## config.mk

```make
export PLATFORM = sky130hd
export DESIGN_NAME = note_lane_engine
export DESIGN_NICKNAME = d
export VERILOG_FILES = /design/src/rtl/note_lane_engine.sv
export SDC_FILE = /design/constraint.sdc
export NUM_CORES = 1
export LEC_CHECK = 0
export CAP_MARGIN = 20
export CORE_UTILIZATION = 51
export DETAILED_ROUTE_END_ITERATION = 8
export HOLD_SLACK_MARGIN = 0.06
export PLACE_DENSITY_LB_ADDON = 0.12
export SETUP_SLACK_MARGIN = 0.3
export SKIP_CTS_REPAIR_TIMING = 1
export SLEW_MARGIN = 20
export SYNTH_ARGS = -nofsm -noshare
export SYNTH_HDL_FRONTEND = slang
export SYNTH_SLANG_ARGS = --single-unit
```

## constraint.sdc

```tcl
create_clock -name clk -period 12.5 [get_ports clk]
set_input_delay 2.5 -clock clk [delete_from_list [all_inputs] [get_ports clk]]
set_output_delay 2.5 -clock clk [all_outputs]
set_load 0.1 [all_outputs]
```

## src/rtl/note_lane_engine.sv

```systemverilog
// Falling-note lane engine: per-lane slot pools advanced by tick, scored by hit edges,
// with a combinational per-row coverage output for the renderer.
module note_lane_engine #(
    parameter int LANES  = 3,
    parameter int SLOTS  = 3,
    parameter int POS_W  = 10,
    parameter int Y_MAX  = 520,
    parameter int HALF_H = 20,
    parameter int HIT_LO = 440,
    parameter int HIT_HI = 480,
    parameter int CNT_W  = 8
) (
    input  logic                         clk,
    input  logic                         reset_n,
    input  logic                         tick,
    input  logic                         start,
    input  logic                         stop,
    input  logic                         pause,
    input  logic                         spawn_valid,
    input  logic [LANES-1:0]             spawn_mask,
    output logic                         spawn_ready,
    input  logic [LANES-1:0]             hit,
    input  logic [POS_W-1:0]             pixel_y,
    output logic [LANES-1:0]             lane_pix,
    output logic [1:0]                   state,
    output logic [CNT_W-1:0]             score,
    output logic [CNT_W-1:0]             misses,
    output logic [CNT_W-1:0]             drops,
    output logic [LANES*SLOTS-1:0]       active,
    output logic [LANES*SLOTS*POS_W-1:0] positions
);

    localparam int N = LANES * SLOTS;
    localparam logic [POS_W-1:0] YMax   = POS_W'(Y_MAX);
    localparam logic [POS_W-1:0] HitLo  = POS_W'(HIT_LO);
    localparam logic [POS_W-1:0] HitHi  = POS_W'(HIT_HI);
    localparam logic [POS_W-1:0] PosOne = POS_W'(1);
    localparam logic [POS_W:0]   HalfH  = (POS_W + 1)'(HALF_H);
    localparam logic [CNT_W-1:0] CntOne = CNT_W'(1);

    typedef enum logic [1:0] {StIdle = 2'b00, StPlay = 2'b01, StPause = 2'b10} state_e;

    state_e           state_q, state_d;
    logic [N-1:0]     active_q, active_d;
    logic [POS_W-1:0] pos_q [N];
    logic [POS_W-1:0] pos_d [N];
    logic [CNT_W-1:0] score_q, score_d, misses_q, misses_d, drops_q, drops_d;
    logic [LANES-1:0] hit_q;

    logic [N-1:0]     expire, hit_free, alloc;
    logic [CNT_W-1:0] miss_inc, score_inc, drop_inc;

    function automatic logic [CNT_W-1:0] sat_add(input logic [CNT_W-1:0] a,
                                                 input logic [CNT_W-1:0] b);
        logic [CNT_W:0] s;
        s = {1'b0, a} + {1'b0, b};
        return s[CNT_W] ? {CNT_W{1'b1}} : s[CNT_W-1:0];
    endfunction

    always_comb begin
        state_d = state_q;
        unique case (state_q)
            StIdle:  if (start && !stop) state_d = StPlay;
            StPlay:  if (stop) state_d = StIdle; else if (pause) state_d = StPause;
            StPause: if (stop) state_d = StIdle; else if (!pause) state_d = StPlay;
            default: state_d = StIdle;
        endcase
    end

    assign spawn_ready = (state_q == StPlay);

    // Hit selection works on pre-tick positions; only the deepest in-window note per lane goes.
    always_comb begin
        logic             found;
        logic [POS_W-1:0] best;
        int               best_s;
        hit_free = '0;
        for (int l = 0; l < LANES; l++) begin
            found  = 1'b0;
            best   = '0;
            best_s = 0;
            for (int s = 0; s < SLOTS; s++) begin
                if (active_q[l*SLOTS+s] && pos_q[l*SLOTS+s] >= HitLo &&
                    pos_q[l*SLOTS+s] <= HitHi && (!found || pos_q[l*SLOTS+s] > best)) begin
                    found  = 1'b1;
                    best   = pos_q[l*SLOTS+s];
                    best_s = s;
                end
            end
            if (found && hit[l] && !hit_q[l]) hit_free[l*SLOTS+best_s] = 1'b1;
        end
    end

    // Allocation looks only at slots already free before this edge.
    always_comb begin
        logic placed;
        alloc    = '0;
        drop_inc = '0;
        for (int l = 0; l < LANES; l++) begin
            placed = 1'b0;
            if (spawn_valid && spawn_ready && spawn_mask[l]) begin
                for (int s = 0; s < SLOTS; s++) begin
                    if (!placed && !active_q[l*SLOTS+s]) begin
                        alloc[l*SLOTS+s] = 1'b1;
                        placed           = 1'b1;
                    end
                end
                if (!placed) drop_inc = drop_inc + CntOne;
            end
        end
    end

    always_comb begin
        miss_inc  = '0;
        score_inc = '0;
        for (int i = 0; i < N; i++) begin
            expire[i] = active_q[i] && (pos_q[i] > YMax);
            if (expire[i]) miss_inc = miss_inc + CntOne;
            else if (hit_free[i]) score_inc = score_inc + CntOne;
        end
    end

    always_comb begin
        active_d = active_q;
        pos_d    = pos_q;
        score_d  = score_q;
        misses_d = misses_q;
        drops_d  = drops_q;
        if (state_q == StIdle && state_d == StPlay) begin
            active_d = '0;
            for (int i = 0; i < N; i++) pos_d[i] = '0;
            score_d  = '0;
            misses_d = '0;
            drops_d  = '0;
        end else if (state_q == StPlay) begin
            for (int i = 0; i < N; i++) begin
                if (expire[i] || hit_free[i]) begin
                    active_d[i] = 1'b0;
                    pos_d[i]    = '0;
                end else if (alloc[i]) begin
                    active_d[i] = 1'b1;
                    pos_d[i]    = '0;
                end else if (active_q[i] && tick) begin
                    pos_d[i] = pos_q[i] + PosOne;
                end
            end
            score_d  = sat_add(score_q, score_inc);
            misses_d = sat_add(misses_q, miss_inc);
            drops_d  = sat_add(drops_q, drop_inc);
        end
    end

    always_ff @(posedge clk or negedge reset_n) begin
        if (!reset_n) begin
            state_q  <= StIdle;
            active_q <= '0;
            for (int i = 0; i < N; i++) pos_q[i] <= '0;
            score_q  <= '0;
            misses_q <= '0;
            drops_q  <= '0;
            hit_q    <= '0;
        end else begin
            state_q  <= state_d;
            active_q <= active_d;
            for (int i = 0; i < N; i++) pos_q[i] <= pos_d[i];
            score_q  <= score_d;
            misses_q <= misses_d;
            drops_q  <= drops_d;
            hit_q    <= hit;
        end
    end

    // Coverage band computed one bit wider so it neither underflows at the top nor wraps.
    always_comb begin
        logic [POS_W:0] p, lo, hi, y;
        lane_pix = '0;
        y        = {1'b0, pixel_y};
        for (int i = 0; i < N; i++) begin
            p  = {1'b0, pos_q[i]};
            lo = (p >= HalfH) ? p - HalfH : '0;
            hi = p + HalfH;
            if (active_q[i] && y >= lo && y <= hi) lane_pix[i / SLOTS] = 1'b1;
        end
    end

    always_comb begin
        for (int i = 0; i < N; i++) positions[i*POS_W +: POS_W] = pos_q[i];
    end

    assign state  = state_q;
    assign active = active_q;
    assign score  = score_q;
    assign misses = misses_q;
    assign drops  = drops_q;

endmodule

```

==> flow_metrics.tcl <==
# flow metrics
set metrics [dict create \
    result_of_the_run "finished clean" \
    internal-power_uw 998 \
    drcViolationCount 0 \
    synthToLayoutAreaGrowth_pct 14.4 \
    nNetsFinal 2608 \
    ys_seq_share 0.187 \
    route.final.wire_length_um 52500 \
    largest_class "multi-input combinational cells" \
    report.final.hold_viol_count 0 \
    crit_start "positions[1]$_DFFE_PN0P_" \
    yosys-stat-area_um2 17100 \
    grt_setup_unrepaired "false" \
    worst_setup_path_endpoint "score[6]$_DFFE_PN0P_" \
    grt_max_degree 89 \
    final.min_clock_period_ps 11420 \
    vdd_drop_max_mv 0.201 \
    crit_path_end_kind "flop" \
    via_count 16300 \
    place_hpwl_um 37800 \
    min-delay-path-class "flop to flop" \
    synth.top_cell.area_share 0.242 \
    drt_first_iter_violations 1383 \
    clk_root_buffer_cell "sky130_fd_sc_hd__clkbuf_16" \
    reg2reg_from "positions[1]$_DFFE_PN0P_" \
    io-pin-count 152 \
    clk_pin_slew_ps 70 \
    net-switching-power_uw 847 \
    maxCapViolations 0 \
    final_max_slew_viol_count 0 \
    crit_slowest_cell "sky130_fd_sc_hd__dfrtp_1" \
    critical-path-top-cell-by-count "sky130_fd_sc_hd__ha_1" \
    portBuffers 151 \
    globalRoute.totalOverflow 0 \
    global_route_wire_length_before_repair_um 83800 \
    layout_worst_path_cycle_share 0.913 \
    synth.top_cells.by_count "331 x sky130_fd_sc_hd__ha_1, 230 x sky130_fd_sc_hd__nor2_1, 229 x sky130_fd_sc_hd__nand2_1" \
    timing.critical_path.arrival_ps 11730 \
    bufAreaShareNonClock 0.0829 \
    whs_endpoint "score[7]$_DFFE_PN0P_" \
    power.leakage_uw 0.00876 \
    number_of_enable_flip_flop_cells 0 \
    antenna_violations_before_repair 0 \
    yosys.cell_types.count 90 \
    grt_usage 0.313 \
    totalPowerFinal_uw 1840 \
    clkCellAreaFrac 0.0309 \
    route.detailed.vias_per_inst 6.02 \
    fp.dieW_um 185 \
    mappedNetlistArea_um2 17100 \
    worst_hold_path.num_cells 2 \
    timing_worst_slew_pin_value_ps 1040 \
    finalSetupViolCount 0 \
    cts.path.max_buffers 2 \
    clock-sinks 128 \
    category_of_the_most_critical_setup_path "flop to flop" \
    topCellsByArea "sky130_fd_sc_hd__ha_1 24%, sky130_fd_sc_hd__dfrtp_1 19%, sky130_fd_sc_hd__xnor2_1 5.8%, sky130_fd_sc_hd__nor2_1 5.1%, sky130_fd_sc_hd__nand2_1 5.0%" \
    fill_cells 3015 \
    postSynth.topFlopCell "sky130_fd_sc_hd__dfrtp_1" \
    min_from "score[7]$_DFFE_PN0P_" \
    path_max_fanout 12 \
    inv_count 107 \
]
==> per-stage QoR <==
step / cell area [um2] / utilization / hold WS [ps] / setup slack [ps]
after floorplan: 17100 / - / 712 / 1250
after global placement: 18900 / 0.576 / 505 / 896
after detailed placement: 18900 / 0.576 / 523 / 386
after CTS: 19500 / 0.595 / 536 / 343
after global routing: 19500 / 0.596 / 580 / 348
final: 19500 / 0.596 / 527 / 1080
==> worst register-to-register path, delay by kind of cell (launching register included) <==
family | cells | cell delay, ps
buffers and inverters | 4 | 350
flip-flops | 1 | 450
AND/OR/NAND/NOR | 13 | 2320
multiplexers | 5 | 1280
AND-OR/OR-AND | 20 | 3470
adder cells (fa/ha/maj) | 11 | 3450
==> cell families (layout without fill, tap and decap cells) <==
kind of cell	count (synthesis)	in the layout	share of synthesized area
simple gates	770	770	0.215
xor+xnor	200	200	0.107
flops	128	128	0.187
other cells	2	12	0.000439
mux	17	17	0.0108
buf+inv	203	306	0.0461
compound gates	498	498	0.187
fa+ha+maj	334	334	0.246
==> flip-flops by register name, indices dropped and copies added, names as in the netlist <==
register,cells
hit_q,3
positions,90
state,2
drops,8
active,9
score,8
misses,8
==> power groups by stage <==
stage | Sequential [uW] | Combinational [uW] | Clock (uW)
2_1_floorplan | 791 | 288 | 0
3_3_place_gp | 539 | 749 | 0
3_5_place_dp | 539 | 764 | 0
4_1_cts | 533 | 769 | 543
5_1_grt | 541 | 831 | 561
6_report | 535 | 773 | 537
==> layer usage <==
metal | GRT usage | wire (um) | vias up | share of wire
met2 | 0.520 | 24600 | 554 | 0.47
li1 | - | - | 7828 | -
met4 | 0.105 | 1210 | 0 | 0.023
met3 | 0.0415 | 3170 | 96 | 0.060
met1 | 0.415 | 23600 | 7826 | 0.45
met5 | 0 | 0 | - | 0
congestion_map.png
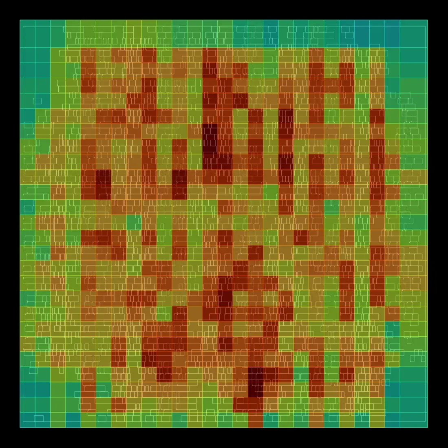
met3 usage in global routing: 0.0415
fraction of met2 tracks used by global routing: 0.520
routed length per placed instance: 19.4 um
busiest layer in global routing: met2

ff_map.png
The bar under the picture is 50 um long. Other sequential cells in the stronger gray, the rest of the logic in the fainter gray.
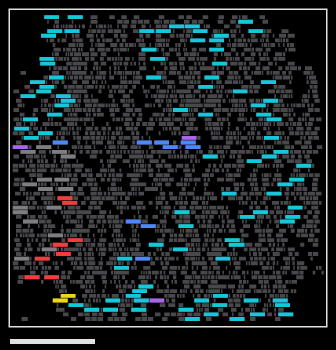
legend:
  purple:
    name_in_the_netlist: hit_q
    sequential_cells: 3
  red:
    name_in_the_netlist: drops
    sequential_cells: 8
    where: bottom left
  cyan:
    name_in_the_netlist: positions
    sequential_cells: 90
    where: spread over the die
  yellow:
    name_in_the_netlist: state
    sequential_cells: 2
  blue:
    name_in_the_netlist: active
    sequential_cells: 9
    where: middle
not colored: 16
sequential cell area in the final layout: 3200 um2
Final Core Density: 0.596
flip-flop and latch share of the layout cell area: 0.164
reported sequential group power: 535 uW

clock_wires.png
The bar under the picture is 50 um long.
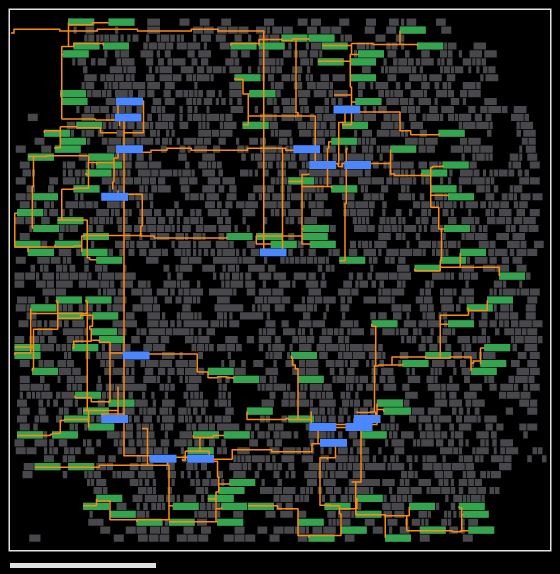
legend:
  blue:
    item: clock-net drivers
    count: 17
  orange:
    item: clock wires
    length: 2410 um
  green:
    item: flip-flops
    count: 128
flops lie: spread over the die
part of the total power dissipated in the clock network: 0.291
clock insertion delay at the later pin of the skew report: 440 ps
setup skew after layout: 16.8 ps
clock-net power: 537 uW

gates.png
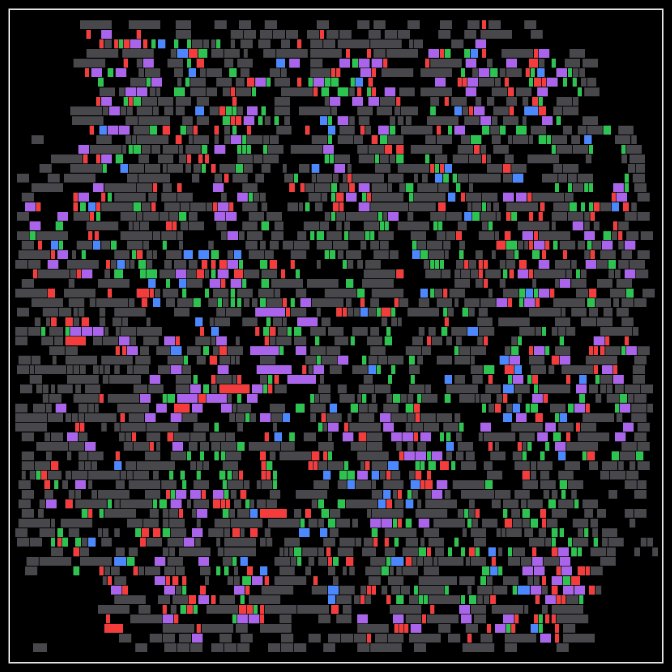
legend:
  blue:
    family: and/or cells
    cells: 77
    most_used: and3_1
    where: spread over the die
  green:
    family: nand cells
    cells: 359
    most_used: nand2_1
    where: spread over the die
  purple:
    family: xor and xnor cells
    cells: 200
    most_used: xnor2_1
    where: spread over the die
  red:
    family: nor cells
    cells: 334
    most_used: nor2_1
    where: spread over the die
count of non-filler cells in the finished layout: 2707
Top cell excl fill/tap: sky130_fd_sc_hd__ha_1
fraction of area in multi-input gates: 0.673

class_map.png
The bar under the picture is 50 um long.
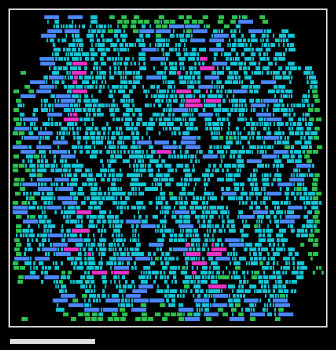
legend:
  magenta:
    class: clock drivers and dummy loads
    cells: 32
    share_of_their_area: 3.2%
  blue:
    class: registers
    cells: 128
    share_of_their_area: 17%
  green:
    class: remaining buffers and delay cells
    cells: 167
    share_of_their_area: 8.5%
  cyan:
    class: remaining logic cells
    cells: 1937
    share_of_their_area: 71%
summed area of non-filler cells in the final layout: 19500 um2
number of placement rows: 66
core outline area: 32800 um2

Power is estimated from default activity; no workload was simulated.
